### src/rtl/load_store_unit.sv
// load_store_unit: MEM-stage load/store unit; define MISALIGN_SPLIT_EN to split misaligned
// accesses into aligned memory operations, otherwise they raise misalign_exc.
module load_store_unit (
    input  logic        clk,
    input  logic        rst,
    input  logic        req_valid,
    input  logic [6:0]  opcode,
    input  logic [2:0]  func3,
    input  logic [31:0] addr,
    input  logic [31:0] wdata,
    output logic        stall,
    output logic [31:0] rdata,
    output logic        rvalid,
    output logic        misalign_exc,
    output logic        mem_read,
    output logic        mem_write,
    output logic [6:0]  mem_opcode,
    output logic [2:0]  mem_func3,
    output logic [31:0] mem_addr,
    output logic [31:0] mem_dataW,
    input  logic [31:0] mem_dataR
);
`ifdef MISALIGN_SPLIT_EN
    localparam logic SPLIT = 1'b1;
`else
    localparam logic SPLIT = 1'b0;
`endif
    typedef enum logic [1:0] {IDLE, LD_HI, ST_BYTE} state_t;
    state_t      state_q, state_d;
    logic [31:0] addr_q, addr_d, lo_q, lo_d, data_q, data_d;
    logic [2:0]  f3_q, f3_d, n_q, n_d;
    logic [1:0]  off_q, off_d, i_q, i_d;
    logic        is_ld, is_st, half, word, misal;
    logic [31:0] shifted;
    always_comb begin
        is_ld = req_valid && opcode == 7'd3;
        is_st = req_valid && opcode == 7'd35;
        half  = func3 == 3'd1 || (is_ld && func3 == 3'd5);
        word  = func3 == 3'd2;
        misal = (is_ld || is_st) && ((half && addr[0]) || (word && addr[1:0] != 2'b00));
    end
    always_ff @(posedge clk or posedge rst) begin
        if (rst) begin
            state_q <= IDLE;
            addr_q  <= '0;
            lo_q    <= '0;
            data_q  <= '0;
            f3_q    <= '0;
            n_q     <= '0;
            off_q   <= '0;
            i_q     <= '0;
        end else begin
            state_q <= state_d;
            addr_q  <= addr_d;
            lo_q    <= lo_d;
            data_q  <= data_d;
            f3_q    <= f3_d;
            n_q     <= n_d;
            off_q   <= off_d;
            i_q     <= i_d;
        end
    end
    always_comb begin
        state_d = state_q;
        addr_d  = addr_q;
        lo_d    = lo_q;
        data_d  = data_q;
        f3_d    = f3_q;
        n_d     = n_q;
        off_d   = off_q;
        i_d     = i_q;
        case (state_q)
            IDLE: if (SPLIT && misal) begin
                state_d = is_ld ? LD_HI : ST_BYTE;
                addr_d  = is_ld ? {addr[31:2], 2'b00} : addr;
                lo_d    = mem_dataR;
                data_d  = wdata;
                f3_d    = func3;
                off_d   = addr[1:0];
                n_d     = word ? 3'd4 : 3'd2;
                i_d     = 2'd1;
            end
            LD_HI: state_d = IDLE;
            ST_BYTE: begin
                i_d     = i_q + 2'd1;
                state_d = ({1'b0, i_q} == n_q - 3'd1) ? IDLE : ST_BYTE;
            end
            default: state_d = IDLE;
        endcase
    end
    // The low word was captured last cycle; the high word arrives now.
    assign shifted = 32'({mem_dataR, lo_q} >> {off_q, 3'b000});
    always_comb begin
        stall        = 1'b0;
        rdata        = '0;
        rvalid       = 1'b0;
        misalign_exc = 1'b0;
        mem_read     = 1'b0;
        mem_write    = 1'b0;
        mem_opcode   = rst ? 7'd0 : opcode;
        mem_func3    = rst ? 3'd0 : func3;
        mem_addr     = rst ? 32'd0 : addr;
        mem_dataW    = rst ? 32'd0 : wdata;
        if (!rst) begin
            case (state_q)
                IDLE: begin
                    if (misal && !SPLIT) begin
                        misalign_exc = 1'b1;
                    end else if (misal) begin
                        stall     = 1'b1;
                        mem_read  = is_ld;
                        mem_write = is_st;
                        mem_func3 = is_ld ? 3'd2 : 3'd0;
                        mem_addr  = is_ld ? {addr[31:2], 2'b00} : addr;
                        mem_dataW = {24'h0, wdata[7:0]};
                    end else begin
                        mem_read  = is_ld;
                        mem_write = is_st;
                        rvalid    = is_ld;
                        rdata     = is_ld ? mem_dataR : 32'd0;
                    end
                end
                LD_HI: begin
                    mem_read   = 1'b1;
                    rvalid     = 1'b1;
                    mem_opcode = 7'd3;
                    mem_func3  = 3'd2;
                    mem_addr   = addr_q + 32'd4;
                    rdata      = f3_q == 3'd2 ? shifted :
                                 f3_q == 3'd1 ? {{16{shifted[15]}}, shifted[15:0]} :
                                                {16'h0, shifted[15:0]};
                end
                ST_BYTE: begin
                    mem_write  = 1'b1;
                    mem_opcode = 7'd35;
                    mem_func3  = 3'd0;
                    mem_addr   = addr_q + {30'd0, i_q};
                    mem_dataW  = {24'h0, 8'(data_q >> {i_q, 3'b000})};
                    stall      = {1'b0, i_q} != n_q - 3'd1;
                end
                default: ;
            endcase
        end
    end
endmodule
### config.mk
export PLATFORM = sky130hd
export DESIGN_NAME = load_store_unit
export DESIGN_NICKNAME = d
export VERILOG_FILES = /design/src/rtl/load_store_unit.sv
export SDC_FILE = /design/constraint.sdc
export NUM_CORES = 1
export LEC_CHECK = 0
export CORE_AREA = 2 2 86 88
export DETAILED_ROUTE_END_ITERATION = 10
export DIE_AREA = 0 0 88 90
export GPL_TIMING_DRIVEN = 0
export PLACE_DENSITY = 0.71
export REMOVE_ABC_BUFFERS = 1
export SYNTH_ARGS = -nofsm -noshare
export SYNTH_HDL_FRONTEND = slang
export SYNTH_SLANG_ARGS = --single-unit
### constraint.sdc
create_clock -name clk -period 2 [get_ports clk]
set_clock_uncertainty 0.15 [all_clocks]
set_input_delay 0.2 -clock clk [delete_from_list [all_inputs] [get_ports clk]]
set_output_delay 0.2 -clock clk [all_outputs]
set_load 0.05 [all_outputs]
Run 1, signal wires on met3:
Drawn at 3 px/um. Cells faint in the background.
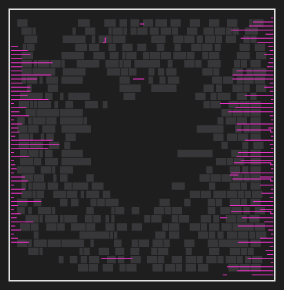
nets with wire on the layer: 117
share of all routed wire: 9.9%

Run 1, drive-strength map:
Drawn at 4 px/um.
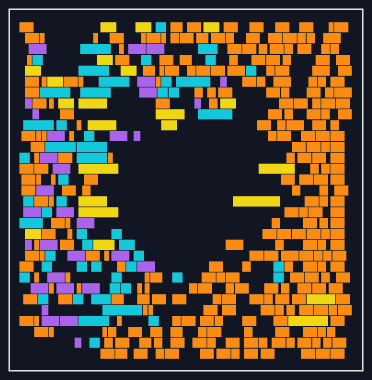
[cyan] _3 and _4 cells | cells: 52 | most used: buf_4
[yellow] _6 and larger | cells: 22 | most used: buf_6
[purple] _2 cells | cells: 31 | most used: nor4_2
[orange] _0 and _1 cells | cells: 288 | most used: clkdlybuf4s50_1

Run 1, signal metal coverage by tile:
Drawn at 4 px/um. The die is cut into 18 by 18 equal tiles; white is low, dark blue is high, scaled to the fullest tile. Values are wire area over tile area, all layers added.
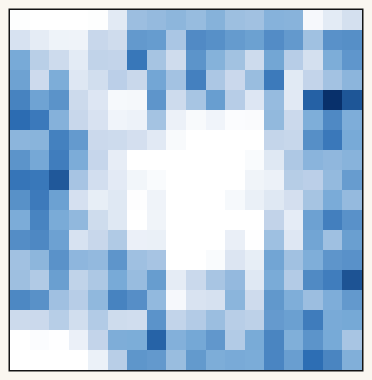
densest ninth of the die: bottom right
fullest tile: 0.41
emptiest ninth of the die: middle
mean over tiles: 0.14
nearly empty tiles: 13%
tiles over half the peak: 27%

==> changes_impl.md, run 1 <==
## Implementation

- Main area contributors: nor2b_1 (36%), nor4_2 (26%), inv_1 (10%)
- Pwr dens: 230 nW/um^2
- Dpl cells: around 470
- CLK BUF: 0
- Routed vias: roughly 2000
- Cells in synth_stat.txt: approximately 170
- DRT Wirelength: 6620 um
- Core outline area: approximately 7000 um^2
- First-pass GRT wire length: 9750 um
- Final cell count without fillers: 492
- Antenna diodes: 0
- Antenna-violating nets left: 0
- DP Area: ~3500 um^2
- Top Layout Cells: clkdlybuf4s50_1 (158), nor2b_1 (71), inv_1 (34), buf_4 (34), nor4_2 (22)
- Final max-slew violation count: 0
- Floorplan Utilization: between 10% and 20%
- WL per Instance: roughly 13 um
- Largest net degree at the start of global routing: 28
- Gpl congestion: ~0.77
- HP Class: in -> out
- Hold buffer count at cts: 0
- Post-DP HPWL: ~5100 um
- Fmax: slightly above 500 MHz
- Top area contributor share: ~36%
- Worst path cell trace: dlygate4sd2_1 > nand2_1 > o32ai_4 > buf_8 > buf_4 > nor4_2 > buf_4
- DR iter-0 viols: 13
- CP Capture Type: output pin
- Arr. time, crit path: between 1.5 and 2 ns
- Nets: 504
- Die Span Y: roughly 90 um
- Initial antenna violation count: 0
- Setup TNS: 0 ns
- Postcts setup bufs: 12
- Tool warning count: 29
- Cells after Synth: 172
- Max_slew headroom: between 60% and 70%
- Most frequent CP cell: buf_4
- Yosys stat area: between 1000 and 1500 um^2
- Critical path startpoint category: input pin
- Register share after synthesis: 0%
- DRC: 0
- Synth cell types: 21
- Grt ovf: 0
- Biggest area consumer among synthesized cells: nor2b_1
- Overall Global Routing Usage: between 10 and 15%
- Die X: about 88 um
- Fillers: roughly 660
- Input/output buffers: roughly 220
- Slew @ Worst Pin: 0.531 ns
- Slowest CP cell: dlygate4sd2_1
- Synth warnings: 0
- Die area: ~7900 um^2
- Syn-to-layout area delta: 205%
- WS Path Type: in -> out
- Leakage: ~0.0017 uW
- DR pass1 iterations: 3
- Rows: 31
- Max-Cap Viols: 0
- Flops: 0
- Run status: finished clean
- Final period util: 98.0%
- Critical Path Fanout Max: 5
- Min setup slack post-route: a little under 0.04 ns
- Critical Path RT: around 1.7 ns
- I/O Pins: about 220
- Vias in the first global route: 1948
- Final Hold Vio Count: 0
- FF/Latch Area: 0 um^2
- Vias per inst: slightly above 4
- Share of cells above drive strength 1: a little over a quarter
- Max stage delay on crit path: between 0.2 and 0.3 ns
- Commonest Layout Cell: clkdlybuf4s50_1
- Post-CTS Resized: around 280
-- run 1: routing by layer --
| layer | vias to the layer above | track usage (%) | part of all wire [%] |
|---|---|---|---|
| met5 | - | 0 | 0 |
| met3 | 6 | 2.57 | 9.9 |
| li1 | 984 | - | - |
| met1 | 875 | 16.1 | 35 |
| met4 | 0 | 1.41 | 1.0 |
| met2 | 121 | 29.9 | 55 |
-- run 1: power by group --
group / total [uW] / internal [uW] / switching (uW)
Clock: 0 / 0 / 0
Sequential: 0 / 0 / 0
Combinational: 876 / 404 / 471
-- run 1: layout make-up --
class	count	area [um^2]	area share (%)
inverters	34	128	3.35
multi-input cells	118	1110	29.1
well taps	99	124	3.25
repair buffers	241	2450	64.3
-- run 1: final timing paths --
check | start | end | slack [ns] | cells past startpoint
worst max-delay path | addr[0] | rdata[31] | 0.04 | 7
worst min-delay path | rst | mem_addr[7] | 0.76 | 3
-- run 1: logic make-up (layout without fill, tap and decap cells) --
family / Yosys count / in the layout / share of synthesized area, %
buffers and inverters: 54 / 275 / 21.5
other: 1 / 1 / 0.300
AND/OR/NAND/NOR: 114 / 114 / 74.8
AND-OR/OR-AND: 3 / 3 / 3.31
-- run 1: synthesized netlist by cell type --
cell type	number
a211oi_1	1
nor2_1	3
and3b_1	1
o32ai_4	1
nor4_2	26
nand4b_2	1
buf_8	3
conb_1	1
nor4_1	3
nand2b_2	1
nor4b_2	1
buf_4	2
o22ai_1	1
nor4_4	3
nand2_1	2
buf_6	3
nor2b_1	72
clkbuf_1	10
buf_2	2
inv_1	34
nor3_2	1
-- run 1: critical path: cells and delay by family --
| kind | cells | cell delay [ns] |
|---|---|---|
| AND-OR/OR-AND | 1 | 0.12 |
| buffers and inverters | 4 | 0.86 |
| AND/OR/NAND/NOR | 2 | 0.42 |
Run 1, placement by cell class:
Drawn at 6 px/um.
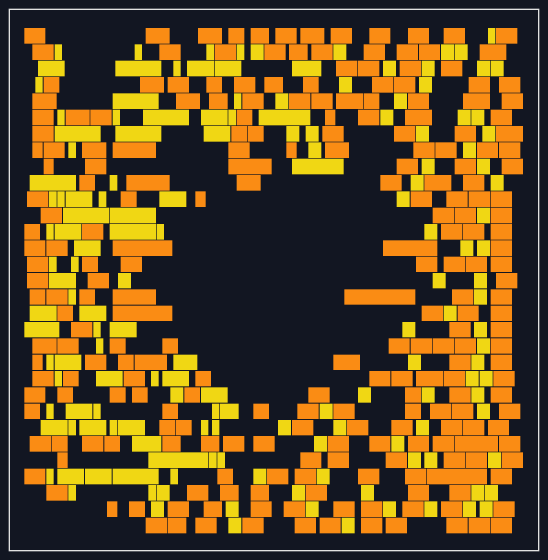

==> run 1 -> run 2 <==
Settings changed: PLACE_DENSITY 0.71 to 0.79.
Run 2, placement by cell class:
Drawn at 6 px/um.
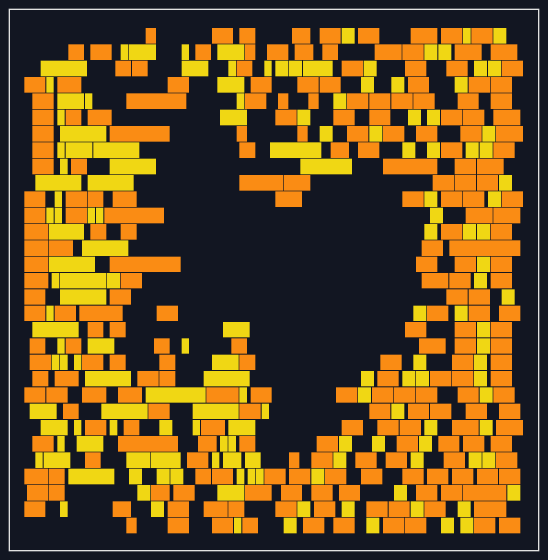
[yellow] combinational and other logic | cells: 152 | share of their area: 34%
[orange] remaining buffers and delay cells | cells: 243 | share of their area: 66%
Seq/total area: 0%
core outline area: 7020 um^2
final core utilization: 56.1%

Run 2, signal metal coverage by tile:
Drawn at 4 px/um. The die is cut into 18 by 18 equal tiles; white is low, dark blue is high, scaled to the fullest tile. Values are wire area over tile area, all layers added.
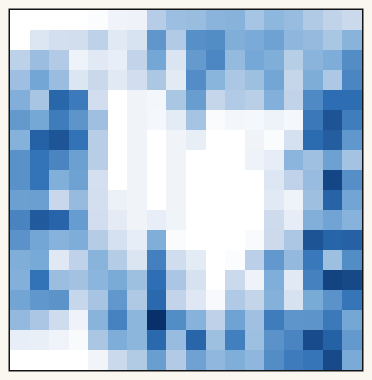
fullest tile: 0.41
densest ninth of the die: bottom right
tiles over half the peak: 30%
mean over tiles: 0.15
emptiest ninth of the die: middle
nearly empty tiles: 13%

==> run 2 against run 1 <==
Area after synthesis unchanged. Global-route usage up 0.71 points. Non-clock buffer count up 2. Clock-buffer cell count unchanged. Cell count up 0.41%. Design area up 3.4%.
==> changes_impl.md, run 2 <==
## Implementation

- Rows: 31 (unchanged)
- Critical path startpoint category: input pin
- Cells in synth_stat.txt: 172 (unchanged)
- Tmin final: roughly 2.0 ns
- Cells after Synth: 172 (unchanged)
- Biggest area consumer among synthesized cells: nor2b_1
- Arr. time, crit path: 1.62 ns (about the same)
- Min setup slack post-route: 0.0340 ns (-0.00575 ns)
- Vias in the first global route: 1997 (+2.5%)
- Leakage: 0.00179 uW (+6.6%)
- Routed vias: 2002 (+0.81%)
- DRC: 0 (unchanged)
- Dpl cells: 473 (-0.21%)
- Max stage delay on crit path: 0.29 ns (about the same)
- HP Class: in -> out
- Synth cell types: 21 (unchanged)
- Fin Hold WS: roughly 0.83 ns
- CP Launch Point: func3[1]
- Final max-slew violation count: 0 (unchanged)
- Max_slew headroom: 64.3% (-0.18 points)
- CP Capture Type: output pin
- Most frequent CP cell: buf_4
- I/O Pins: 220 (unchanged)
- Die X: 88 um (unchanged)
- First-pass GRT wire length: 10200 um (+4.2%)
- Nets: 506 (+0.40%)
- Critical Path Fanout Max: 5 (unchanged)
- Pwr dens: 227 nW/um^2 (-1.1%)
- DR pass1 iterations: 2 (-1)
- Worst hold start: rst
- Clock share of power: 0% (unchanged)
- Input/output buffers: 218 (unchanged)
- FF/Latch Area: 0 um^2 (unchanged)
- WL per Instance: 13.9 um (+3.4%)
- Largest net degree at the start of global routing: 36 (+29%)
- Yosys stat area: 1250 um^2 (unchanged)
- Die area: 7920 um^2 (unchanged)
- Share of cells above drive strength 1: 27.1% (+0.37 points)
- Gpl congestion: 0.732 (-4.6%)
- Tool warning count: 29 (unchanged)
- DRT Wirelength: 6880 um (+3.9%)
- Die Span Y: 90 um (unchanged)
- Slowest CP cell: clkdlybuf4s15_1
- Avg Synthesized Cell Area: about 7.3 um^2
- Sequential power share: 0% (unchanged)
- Gr busiest metal: met2
- CLK BUF: 0 (unchanged)
- Antenna diodes: 0 (unchanged)
- Top-count cell post-synth: nor2b_1
- WS Path Type: in -> out
- Pint: 414 uW (+2.3%)
- Commonest Layout Cell: clkdlybuf4s50_1
- Vias per inst: 4.05 (+0.40%)
- Main area contributors: nor2b_1 (36%), nor4_2 (26%), inv_1 (10%)
- Setup TNS: 0 ns (unchanged)
- M2 GR Usage: 32.1% (+2.3 points)
- VDD IR max: approximately 170 uV
- Synth cell count leaders: nor2b_1 (72), inv_1 (34), nor4_2 (26)
- Psw: 482 uW (+2.2%)
- Final period util: 98.3% (+0.29 points)
- Post-layout power: approximately 900 uW
- Synth warnings: 0 (unchanged)
- M3 GR Usage: 3.95% (+1.4 points)
- Netlist Area Pre-Place: between 1000 and 1500 um^2
- Initial antenna violation count: 0 (unchanged)
- Final cell count without fillers: 494 (+0.41%)
- Top Layout Cells: clkdlybuf4s50_1 (153), nor2b_1 (71), inv_1 (34)
- Syn-to-layout area delta: 216%
- RSZ-0062 raised after global routing: true
- Slew @ Worst Pin: 0.533 ns (+0.00267 ns)
- Hold buffer count at cts: 0 (unchanged)
- Combinational share of power: 100.0% (about the same)
- Overall Global Routing Usage: 15.6% (+0.71 points)
- Top area contributor share: 36.1% (unchanged)
- Fmax: 509 MHz (-0.29%)
- Critical Path RT: 1.65 ns (about the same)
- DR iter-0 viols: 10 (-3)
- Register share after synthesis: 0% (unchanged)
- Grt ovf: 0 (unchanged)
- Final Hold Vio Count: 0 (unchanged)
- Flops: 0 (unchanged)
- Antenna-violating nets left: 0 (unchanged)
- Run status: finished clean
- CP delay by family, top: buffers and inverters
- Post-DP HPWL: 5230 um (+1.6%)
- Worst path cell trace: clkdlybuf4s15_1 > nand2b_4 > o32ai_4 > buf_16 > buf_4 > buf_6 > nor4_2 > buf_4
- Grt met1 use: 14.4% (-1.6 points)
- Switching Share: 53.8% (about the same)
- Floorplan Utilization: 17.8% (unchanged)
- Max-Cap Viols: 0 (unchanged)
- Place WS: -1.33 ns
- Final setup viols: 0
- CP bufs+invs: 5 (+1)
run 2: cell counts after synthesis:
No cell type changed its count.
run 2: power groups by stage:
stage | Clock [uW] | Combinational, uW | Sequential, uW
after floorplan | 0 | 396 | 0
after global placement | 0 | 797 | 0
after detailed placement | 0 | 821 | 0
after CTS | 0 | 884 | 0
after global routing | 0 | 937 | 0
final | 0 | 895 | 0
run 2: logic make-up after synthesis:
group           Yosys count  synth area share (%)
other cells               1                 0.300
buf+inv                  54                  21.5
compound gates            3                  3.31
simple gates            114                  74.8
run 2: area by class of cell:
cell class | count | area [um^2]
Tap cell | 99 | 124
Timing Repair Buffer | 243 | 2530
Inverter | 34 | 128
Fill cell | 630 | 3080
Multi-Input combinational cell | 118 | 1160
run 2: path summary, 6_finish.rpt:
path	to	slack [ns]	cells past startpoint
worst max-delay path	rdata[24]	0.03	8
worst min-delay path	mem_opcode[5]	0.83	3
run 2: routing by layer:
layer / part of all wire (%) / vias to the layer above / wire, um
met5: 0 / - / 0
met3: 11 / 16 / 756
li1: - / 988 / -
met4: 2.4 / 0 / 167
met2: 56 / 127 / 3840
met1: 31 / 871 / 2110
run 2: tightest hold or removal path: stages:
cell and delay [ns]:
buf_8 0.20, nor2_1 0.07, dlymetal6s2s_1 0.30
run 2: through the flow:
step                util, %  cell area, um^2
finish                 56.1             3940
global route           56.1             3940
CTS                    54.3             3810
floorplan                 -             1110
global placement       48.6             3410
detailed placement     49.7             3490
run 2: what timing repair did:
action	in CTS	in global routing
pin swaps	7	6
setup endpoints to repair	85	44
cloned	4	1
resized	294	36
buffers inserted	13	3
Power is estimated from default activity; no workload was simulated.
